## config.mk

```make
export PLATFORM = sky130hd
export DESIGN_NAME = disp_regbus_master_flat
export DESIGN_NICKNAME = d
export VERILOG_FILES = /design/src/rtl/disp_regbus_master_if.sv /design/src/rtl/disp_regbus_master.sv /design/src/flat_wrapper.sv
export SDC_FILE = /design/constraint.sdc
export NUM_CORES = 1
export LEC_CHECK = 0
export ABC_AREA = 1
export CAP_MARGIN = 10
export CORE_MARGIN = 1.5
export CORE_UTILIZATION = 36
export DETAILED_ROUTE_END_ITERATION = 12
export GPL_ROUTABILITY_DRIVEN = 0
export PLACE_DENSITY = 0.8
export REMOVE_ABC_BUFFERS = 1
export SYNTH_ARGS = -nofsm -noshare
export SYNTH_HDL_FRONTEND = slang
export SYNTH_SLANG_ARGS = --single-unit
```

## constraint.sdc

```tcl
create_clock -name ACLK -period 2.1 [get_ports ACLK]
set_clock_uncertainty 0.05 [all_clocks]
set_input_delay 0.42 -clock ACLK [delete_from_list [all_inputs] [get_ports ACLK]]
set_output_delay 0.42 -clock ACLK [all_outputs]
set_load 0.005 [all_outputs]
```

## src/rtl/disp_regbus_master_if.sv

```systemverilog
// CPU-side AXI4-Lite signal bundle for the display register-bus bridge.
// master: the CPU interconnect; slave: the bridge.
interface disp_regbus_master_if;
   logic [31:0] S_AWADDR;
   logic        S_AWVALID;
   logic        S_AWREADY;
   logic [31:0] S_WDATA;
   logic [3:0]  S_WSTRB;
   logic        S_WVALID;
   logic        S_WREADY;
   logic [1:0]  S_BRESP;
   logic        S_BVALID;
   logic        S_BREADY;
   logic [31:0] S_ARADDR;
   logic        S_ARVALID;
   logic        S_ARREADY;
   logic [31:0] S_RDATA;
   logic [1:0]  S_RRESP;
   logic        S_RVALID;
   logic        S_RREADY;

   modport master (
      output S_AWADDR, S_AWVALID, S_WDATA, S_WSTRB, S_WVALID, S_BREADY,
             S_ARADDR, S_ARVALID, S_RREADY,
      input  S_AWREADY, S_WREADY, S_BRESP, S_BVALID,
             S_ARREADY, S_RDATA, S_RRESP, S_RVALID
   );

   modport slave (
      input  S_AWADDR, S_AWVALID, S_WDATA, S_WSTRB, S_WVALID, S_BREADY,
             S_ARADDR, S_ARVALID, S_RREADY,
      output S_AWREADY, S_WREADY, S_BRESP, S_BVALID,
             S_ARREADY, S_RDATA, S_RRESP, S_RVALID
   );
endinterface

```

## src/rtl/disp_regbus_master.sv

```systemverilog
// AXI4-Lite slave to display register-bus initiator. One transaction in
// flight; each access becomes a single-cycle WREN or RDEN strobe.
// Optional build macro REGBUS_SLVERR_EN: addresses with bits [31:16] set
// are not strobed and are answered with SLVERR (reads return zero).
module disp_regbus_master #(
   parameter int RD_LAT = 1          // RDEN cycle to RDATA-valid cycle, 1..4
) (
   input  logic                      ACLK,
   input  logic                      ARST,
   disp_regbus_master_if.slave       axi,
   output logic [15:0]               WRADDR,
   output logic [3:0]                BYTEEN,
   output logic                      WREN,
   output logic [31:0]               WDATA,
   output logic [15:0]               RDADDR,
   output logic                      RDEN,
   input  logic [31:0]               RDATA
);

   typedef enum logic [2:0] {IDLE, WSTB, BRSP, RSTB, RWAIT, RRSP} state_t;

   state_t      state_q, state_d;
   logic        pri_wr_q, pri_wr_d;     // 1: write wins a simultaneous request
   logic        err_q, err_d;           // current access is out of range
   logic [1:0]  lat_cnt_q, lat_cnt_d;
   logic [15:0] wraddr_q, wraddr_d;
   logic [31:0] wdata_q, wdata_d;
   logic [3:0]  byteen_q, byteen_d;
   logic [15:0] rdaddr_q, rdaddr_d;
   logic [31:0] rdata_q, rdata_d;

   logic        wr_req, rd_req;
   logic        wr_grant, rd_grant;
   logic        aw_err, ar_err;

   assign wr_req = axi.S_AWVALID & axi.S_WVALID;
   assign rd_req = axi.S_ARVALID;

`ifdef REGBUS_SLVERR_EN
   logic unused_addr_bits;
   assign aw_err = |axi.S_AWADDR[31:16];
   assign ar_err = |axi.S_ARADDR[31:16];
   assign unused_addr_bits = ^{axi.S_AWADDR[1:0], axi.S_ARADDR[1:0]};
`else
   logic unused_addr_bits;
   assign aw_err = 1'b0;
   assign ar_err = 1'b0;
   assign unused_addr_bits = ^{axi.S_AWADDR[31:16], axi.S_AWADDR[1:0],
                               axi.S_ARADDR[31:16], axi.S_ARADDR[1:0]};
`endif

   // Next-state, arbitration and register-bus latch values.
   always_comb begin
      state_d   = state_q;
      pri_wr_d  = pri_wr_q;
      err_d     = err_q;
      lat_cnt_d = lat_cnt_q;
      wraddr_d  = wraddr_q;
      wdata_d   = wdata_q;
      byteen_d  = byteen_q;
      rdaddr_d  = rdaddr_q;
      rdata_d   = rdata_q;
      wr_grant  = 1'b0;
      rd_grant  = 1'b0;

      case (state_q)
         IDLE: begin
            // The type granted last loses a tie; a lone request always wins.
            if (wr_req && (pri_wr_q || !rd_req)) begin
               wr_grant = 1'b1;
               wraddr_d = {axi.S_AWADDR[15:2], 2'b00};
               wdata_d  = axi.S_WDATA;
               byteen_d = axi.S_WSTRB;
               err_d    = aw_err;
               pri_wr_d = 1'b0;
               state_d  = WSTB;
            end else if (rd_req) begin
               rd_grant = 1'b1;
               rdaddr_d = {axi.S_ARADDR[15:2], 2'b00};
               err_d    = ar_err;
               pri_wr_d = 1'b1;
               state_d  = RSTB;
            end
         end
         WSTB: state_d = BRSP;
         BRSP: if (axi.S_BREADY) state_d = IDLE;
         RSTB: begin
            lat_cnt_d = 2'(RD_LAT - 1);
            state_d   = RWAIT;
         end
         // The last RWAIT cycle is the one in which RDATA is valid.
         RWAIT: begin
            if (lat_cnt_q == 2'd0) begin
               rdata_d = err_q ? 32'h0 : RDATA;
               state_d = RRSP;
            end else begin
               lat_cnt_d = lat_cnt_q - 2'd1;
            end
         end
         RRSP: if (axi.S_RREADY) state_d = IDLE;
         default: state_d = IDLE;
      endcase
   end

   // State and latched bus values; reset clears every output source.
   always_ff @(posedge ACLK) begin
      if (ARST) begin
         state_q   <= IDLE;
         pri_wr_q  <= 1'b1;
         err_q     <= 1'b0;
         lat_cnt_q <= 2'd0;
         wraddr_q  <= 16'h0;
         wdata_q   <= 32'h0;
         byteen_q  <= 4'h0;
         rdaddr_q  <= 16'h0;
         rdata_q   <= 32'h0;
      end else begin
         state_q   <= state_d;
         pri_wr_q  <= pri_wr_d;
         err_q     <= err_d;
         lat_cnt_q <= lat_cnt_d;
         wraddr_q  <= wraddr_d;
         wdata_q   <= wdata_d;
         byteen_q  <= byteen_d;
         rdaddr_q  <= rdaddr_d;
         rdata_q   <= rdata_d;
      end
   end

   // Ready is withheld during reset so no handshake is silently lost.
   assign axi.S_AWREADY = wr_grant & ~ARST;
   assign axi.S_WREADY  = wr_grant & ~ARST;
   assign axi.S_ARREADY = rd_grant & ~ARST;

   assign axi.S_BVALID  = (state_q == BRSP);
   assign axi.S_BRESP   = {(state_q == BRSP) & err_q, 1'b0};
   assign axi.S_RVALID  = (state_q == RRSP);
   assign axi.S_RRESP   = {(state_q == RRSP) & err_q, 1'b0};
   assign axi.S_RDATA   = rdata_q;

   assign WREN   = (state_q == WSTB) & ~err_q;
   assign RDEN   = (state_q == RSTB) & ~err_q;
   assign WRADDR = wraddr_q;
   assign WDATA  = wdata_q;
   assign BYTEEN = byteen_q;
   assign RDADDR = rdaddr_q;

endmodule

```

## src/flat_wrapper.sv

```systemverilog
// flat-port wrapper written by rule: the top's interface ports become plain ports
module disp_regbus_master_flat 
#(
   parameter int RD_LAT = 1                                                  
)
  (ACLK, ARST, WRADDR, BYTEEN, WREN, WDATA, RDADDR, RDEN, RDATA, axi_S_AWADDR, axi_S_AWVALID, axi_S_WDATA, axi_S_WSTRB, axi_S_WVALID, axi_S_BREADY, axi_S_ARADDR, axi_S_ARVALID, axi_S_RREADY, axi_S_AWREADY, axi_S_WREADY, axi_S_BRESP, axi_S_BVALID, axi_S_ARREADY, axi_S_RDATA, axi_S_RRESP, axi_S_RVALID);
  disp_regbus_master_if axi_i ();
  input  logic ACLK;
  input  logic ARST;
  output logic [15:0] WRADDR;
  output logic [3:0] BYTEEN;
  output logic WREN;
  output logic [31:0] WDATA;
  output logic [15:0] RDADDR;
  output logic RDEN;
  input  logic [31:0] RDATA;
  input wire logic [$bits(axi_i.S_AWADDR)-1:0] axi_S_AWADDR;
  input wire logic [$bits(axi_i.S_AWVALID)-1:0] axi_S_AWVALID;
  input wire logic [$bits(axi_i.S_WDATA)-1:0] axi_S_WDATA;
  input wire logic [$bits(axi_i.S_WSTRB)-1:0] axi_S_WSTRB;
  input wire logic [$bits(axi_i.S_WVALID)-1:0] axi_S_WVALID;
  input wire logic [$bits(axi_i.S_BREADY)-1:0] axi_S_BREADY;
  input wire logic [$bits(axi_i.S_ARADDR)-1:0] axi_S_ARADDR;
  input wire logic [$bits(axi_i.S_ARVALID)-1:0] axi_S_ARVALID;
  input wire logic [$bits(axi_i.S_RREADY)-1:0] axi_S_RREADY;
  output wire logic [$bits(axi_i.S_AWREADY)-1:0] axi_S_AWREADY;
  output wire logic [$bits(axi_i.S_WREADY)-1:0] axi_S_WREADY;
  output wire logic [$bits(axi_i.S_BRESP)-1:0] axi_S_BRESP;
  output wire logic [$bits(axi_i.S_BVALID)-1:0] axi_S_BVALID;
  output wire logic [$bits(axi_i.S_ARREADY)-1:0] axi_S_ARREADY;
  output wire logic [$bits(axi_i.S_RDATA)-1:0] axi_S_RDATA;
  output wire logic [$bits(axi_i.S_RRESP)-1:0] axi_S_RRESP;
  output wire logic [$bits(axi_i.S_RVALID)-1:0] axi_S_RVALID;
  assign axi_i.S_AWADDR = axi_S_AWADDR;
  assign axi_i.S_AWVALID = axi_S_AWVALID;
  assign axi_i.S_WDATA = axi_S_WDATA;
  assign axi_i.S_WSTRB = axi_S_WSTRB;
  assign axi_i.S_WVALID = axi_S_WVALID;
  assign axi_i.S_BREADY = axi_S_BREADY;
  assign axi_i.S_ARADDR = axi_S_ARADDR;
  assign axi_i.S_ARVALID = axi_S_ARVALID;
  assign axi_i.S_RREADY = axi_S_RREADY;
  assign axi_S_AWREADY = axi_i.S_AWREADY;
  assign axi_S_WREADY = axi_i.S_WREADY;
  assign axi_S_BRESP = axi_i.S_BRESP;
  assign axi_S_BVALID = axi_i.S_BVALID;
  assign axi_S_ARREADY = axi_i.S_ARREADY;
  assign axi_S_RDATA = axi_i.S_RDATA;
  assign axi_S_RRESP = axi_i.S_RRESP;
  assign axi_S_RVALID = axi_i.S_RVALID;
  disp_regbus_master #(.RD_LAT(RD_LAT)) u_core (.ACLK(ACLK), .ARST(ARST), .axi(axi_i), .WRADDR(WRADDR), .BYTEEN(BYTEEN), .WREN(WREN), .WDATA(WDATA), .RDADDR(RDADDR), .RDEN(RDEN), .RDATA(RDATA));
endmodule
```

run_1/m1.png
Drawn at 4 px/um. Supply wires on this layer in gray.
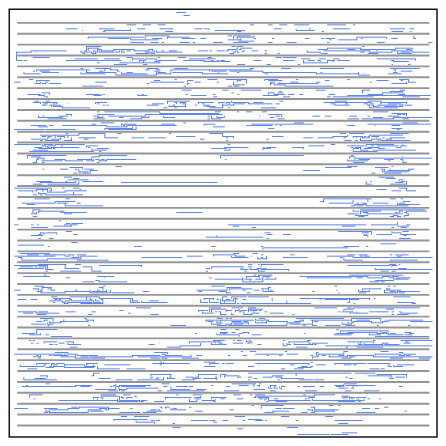
- nets with wire on the layer: 683
- wire length on this layer: 4340 um

run_1/m2.png
Drawn at 2 px/um. Cells faint in the background.
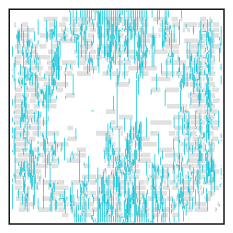
- longest straight run: 29.6 um
- share of all routed wire: 48%
- main direction: vertical
- wire length on this layer: 5040 um

==> run summary, run 1 <==
run metrics: count leader, synth nor2_1, Top logic family simple AND/OR/NAND/NOR gates, worst setup path category in2out, number of standard cells reported by yosys ~500, WL met3 approximately 990 um, Max Slew Vio Count 0, AO/OA Area Share 0.175, die width 107 um, First-pass DRT Iterations 5, Top-area cell share 0.529, Worst path depth 8, worst hold margin 0.399 ns, Cell Int Power about 4.6 mW, switching share of power 0.322, Clock Power Share 0.185, capturing element type of the critical path output pin, number of synthesized register bits 102, Die ar. 11400 um2, peak supply drop 0.428 mV, leading power group sequential cells, Yosys Chip Area 3860 um2, placed cell area 5970 um2, row count 37, grt peak-use layer met2, min Tclk post-route roughly 2 ns, Clock Power between 1 and 1.5 mW, Routed met1 length 4340 um, antenna cell count 0, simple share 0.181, share of total power in combinational logic 0.400, initial antenna violation count 0, Cell Count, Final, Fillers Out 833, Top Layer Used met4, ranking of synthesized cells by area dfxtp_1, nor2_1, o21ai_0, a21oi_1, inv_1, root buffer cell clkbuf_8, dpl hpwl between 7000 and 8000 um, Post-CTS Resized 13, number of post-CTS setup repair buffers 0, CTS tree done, Worst path top cell family by delay buffers and inverters, Routed Wire Length 10600 um, final worst slack 0.0961 ns, num ports 250, Worst-path clk slew 0.09 ns, met2 Use GR 0.317, Yosys Warn Count 0, cell mode on critical path inv_2, largest net degree at the start of global routing 65, CP bufs+invs 4, Worst R2R Path Depth 6, # nets final 832, CP arrival 1.53 ns, Setup-failing EPs final 0, mapped cell area 3860 um2, Worst Tran Pin Value 0.516 ns, Hold EP u_core.axi.S_RDATA[16], Congestion Overflow GR 0, final hold vios 0, combinational logic power around 2.7 mW, Synth top cells by count nor2_1, dfxtp_1, o21ai_0, CP max-delay cell clkdlybuf4s50_1, Insertion Delay late pin 0.35 ns, reg2reg start u_core.state_q[0], CORE AREA about 10000 um2, Power Density 1100 nW/um2, met3 Use GR 0.0663, MUX share of area 0, xor/xnor share 0, Power Sequential 2.82 mW, area share of fa/ha/maj cells after synthesis 0.00324, critical path fanouts, max 2, Num CTS Buffers 9, Sink Count 102, Cells after Synth 495, Peak Freq approximately 500 MHz, vias in the first global route 3788, Post-synth EDFFs 0, hold depth 2, Reg power frac 0.415, IO Port Bufs ~200, crit path DRT roughly 1.6 ns, grt met1 use 0.209, drc violations 0, R2R Setup Slk 0.55 ns, P&R area growth vs syn 59.8%, hold path start u_core.axi.S_RDATA[16], DRT antenna net count 0, overall global routing resource usage 0.185, Initial Util 0.372, Pwr Total ~6.8 mW, HP Class reg2reg, vias per cell 4.64, synthesized area per cell around 7.8 um2, worst-path cell chain clkdlybuf4s50_1 -> nand2_2 -> nor2_2 -> inv_2 -> nor2_4 -> inv_2 -> nor2_1 -> clkbuf_2, Tcrit/Tclk final 0.954, fraction of layout cells with a size suffix above 1 0.0674, leakage 2.50 nW, Max Cap Violations 0, ys flop type dfxtp_1, DR WL/cell 12.7 um, status finished, final reports clean, crit-path max cell delay 0.48 ns, tool warning count 61, cell type with the largest total area dfxtp_1, Cell Type Count 25, total net switching power 2.19 mW, post-route core utilization 0.595, via count approximately 3900, DR WL met2 5040 um, ys async rst share 0
run_1/m3.png
Drawn at 4 px/um.
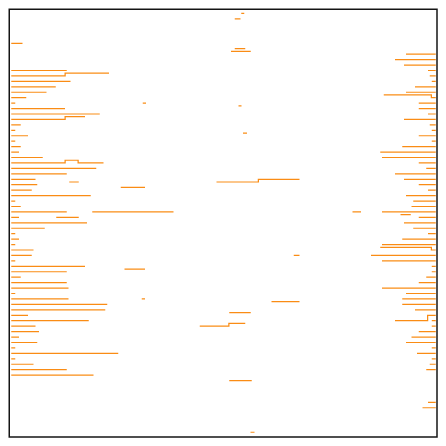
- wire length on this layer: 988 um
- share of all routed wire: 9.4%

[run 1: area by class of cell]
cell class	count	area, um2
Fill cell	909	4200
Timing Repair Buffer	217	2150
Sequential cell	102	2050
Multi-Input combinational cell	316	1430
Inverter	46	174
Tap cell	136	170
Clock buffer	12	145
Clock inverter	4	55.1
[run 1: worst reg2reg max path: cells and delay by family (launching register included)]
kind,cells,cell delay [ns]
and+or+nand+nor,3,0.37
buffers and inverters,2,0.51
AOI/OAI and AO/OA,1,0.19
DFF,1,0.36
[run 1: state kept, by name (all words and copies together), names as in the netlist]
name,flops
u_core.state_q,3
u_core.WRADDR,14
u_core.lat_cnt_q,2
u_core.BYTEEN,4
u_core.pri_wr_q,1
u_core.RDADDR,14
u_core.WDATA,32
u_core.axi.S_RDATA,32
==> run 1 -> run 2 <==
--- a/config.mk
+++ b/config.mk
@@ -16,3 +16,4 @@
 export SYNTH_ARGS = -nofsm -noshare
 export SYNTH_HDL_FRONTEND = slang
 export SYNTH_SLANG_ARGS = --single-unit
+export TNS_END_PERCENT = 100
run_2/m4.png
Drawn at 4 px/um. Supply wires on this layer in gray.
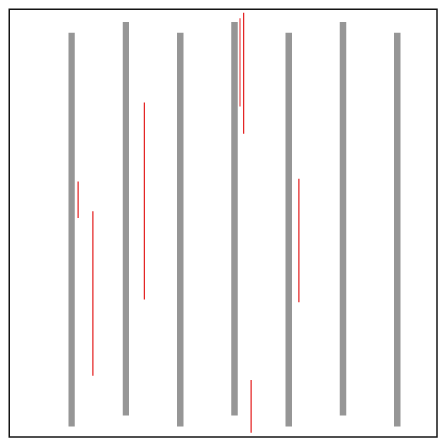
- longest straight run: 49.0 um
- wire length on this layer: 194 um
- nets with wire on the layer: 6
- share of all routed wire: 1.8%
- main direction: vertical

==> run summary, run 2 <==
run metrics: Post-synth EDFFs 0, Cells after Synth 495, Cell Int Power between 4 and 5 mW, Insertion Delay late pin 0.35 ns, Max Cap Violations 0, Max Slew Vio Count 0, Worst-path clk slew 0.09 ns, Worst path top cell family by delay buffers and inverters, antenna cell count 0, Num CTS Buffers 9, Reg power frac 0.415, met3 Use GR 0.0663, Initial Util 0.372, Clock Power 1.26 mW, grt peak-use layer met2, HP Class reg2reg, # nets final 832, leakage 2.50 nW, First-pass DRT Iterations 5, Congestion Overflow GR 0, count leader, synth nor2_1, Power Sequential 2.82 mW, vias in the first global route 3788, Layout fillers 909, Clock Power Share 0.185, Post-CTS Resized 13, met2 Use GR 0.317, final hold vios 0, vias per cell 4.64, worst setup path category in2out, Worst R2R Path Depth 6, tool warning count around 61, status finished, final reports clean, Pwr Total roughly 6.8 mW, crit path DRT 1.63 ns, Hold EP u_core.axi.S_RDATA[16], dpl hpwl 7450 um, Top-area cell share 0.529, Cell Type Count 25, via count 3863, hold path start u_core.axi.S_RDATA[16], min Tclk post-route 2.00 ns, leading power group sequential cells, Routed met1 length between 4000 and 5000 um, CORE AREA 10400 um2, DR WL/cell 12.7 um, Power Density 1100 nW/um2, IO Port Bufs about 210, ranking of synthesized cells by area dfxtp_1, nor2_1, o21ai_0, a21oi_1, inv_1, crit-path max cell delay 0.48 ns, drc violations 0, share of total power in combinational logic 0.400, number of standard cells reported by yosys ~500, Synth top cells by count nor2_1, dfxtp_1, o21ai_0, Setup-failing EPs final 0, Yosys Warn Count 0, hold depth 2, CP max-delay cell clkdlybuf4s50_1, die width between 100 and 150 um, Tcrit/Tclk final 0.954, peak supply drop 0.428 mV, cell mode on critical path inv_2, ys async rst share 0, fraction of layout cells with a size suffix above 1 0.0674, Die ar. between 10000 and 15000 um2, post-route core utilization 0.595, mapped cell area between 3000 and 4000 um2, overall global routing resource usage 0.185, row count 37, Top Layer Used met4, initial antenna violation count 0, Routed Wire Length around 11000 um, critical path fanouts, max 2, Yosys Chip Area ~3900 um2, ys flop type dfxtp_1, Worst Tran Pin Value 0.516 ns, DR WL met2 slightly above 5000 um, cell type with the largest total area dfxtp_1
run 2: kinds of logic after synthesis:
logic type / count (synthesis) / synth area share
and+or+nand+nor: 172 / 0.181
AOI/OAI and AO/OA: 135 / 0.175
DFF: 102 / 0.529
buffers and inverters: 84 / 0.111
adders and majority gates: 1 / 0.00324
other: 1 / 0.000971
run 2: through the flow:
stage	area, um2	hold WS [ns]
after floorplan	3630	0.387
after global placement	5970	0.380
after detailed placement	5970	0.388
after CTS	6180	0.402
after global routing	6170	0.425
final	6170	0.399
run 2: final cells by class:
type	count	area, um2	area share
clock buffer	12	145	0.0235
clock inverter	4	55.1	0.00892
inverter	46	174	0.0282
multi-input combinational	316	1430	0.231
sequential	102	2050	0.332
tap	136	170	0.0276
timing repair buffer	217	2150	0.349
No activity file was given, so power comes from the tool's default toggle rates.
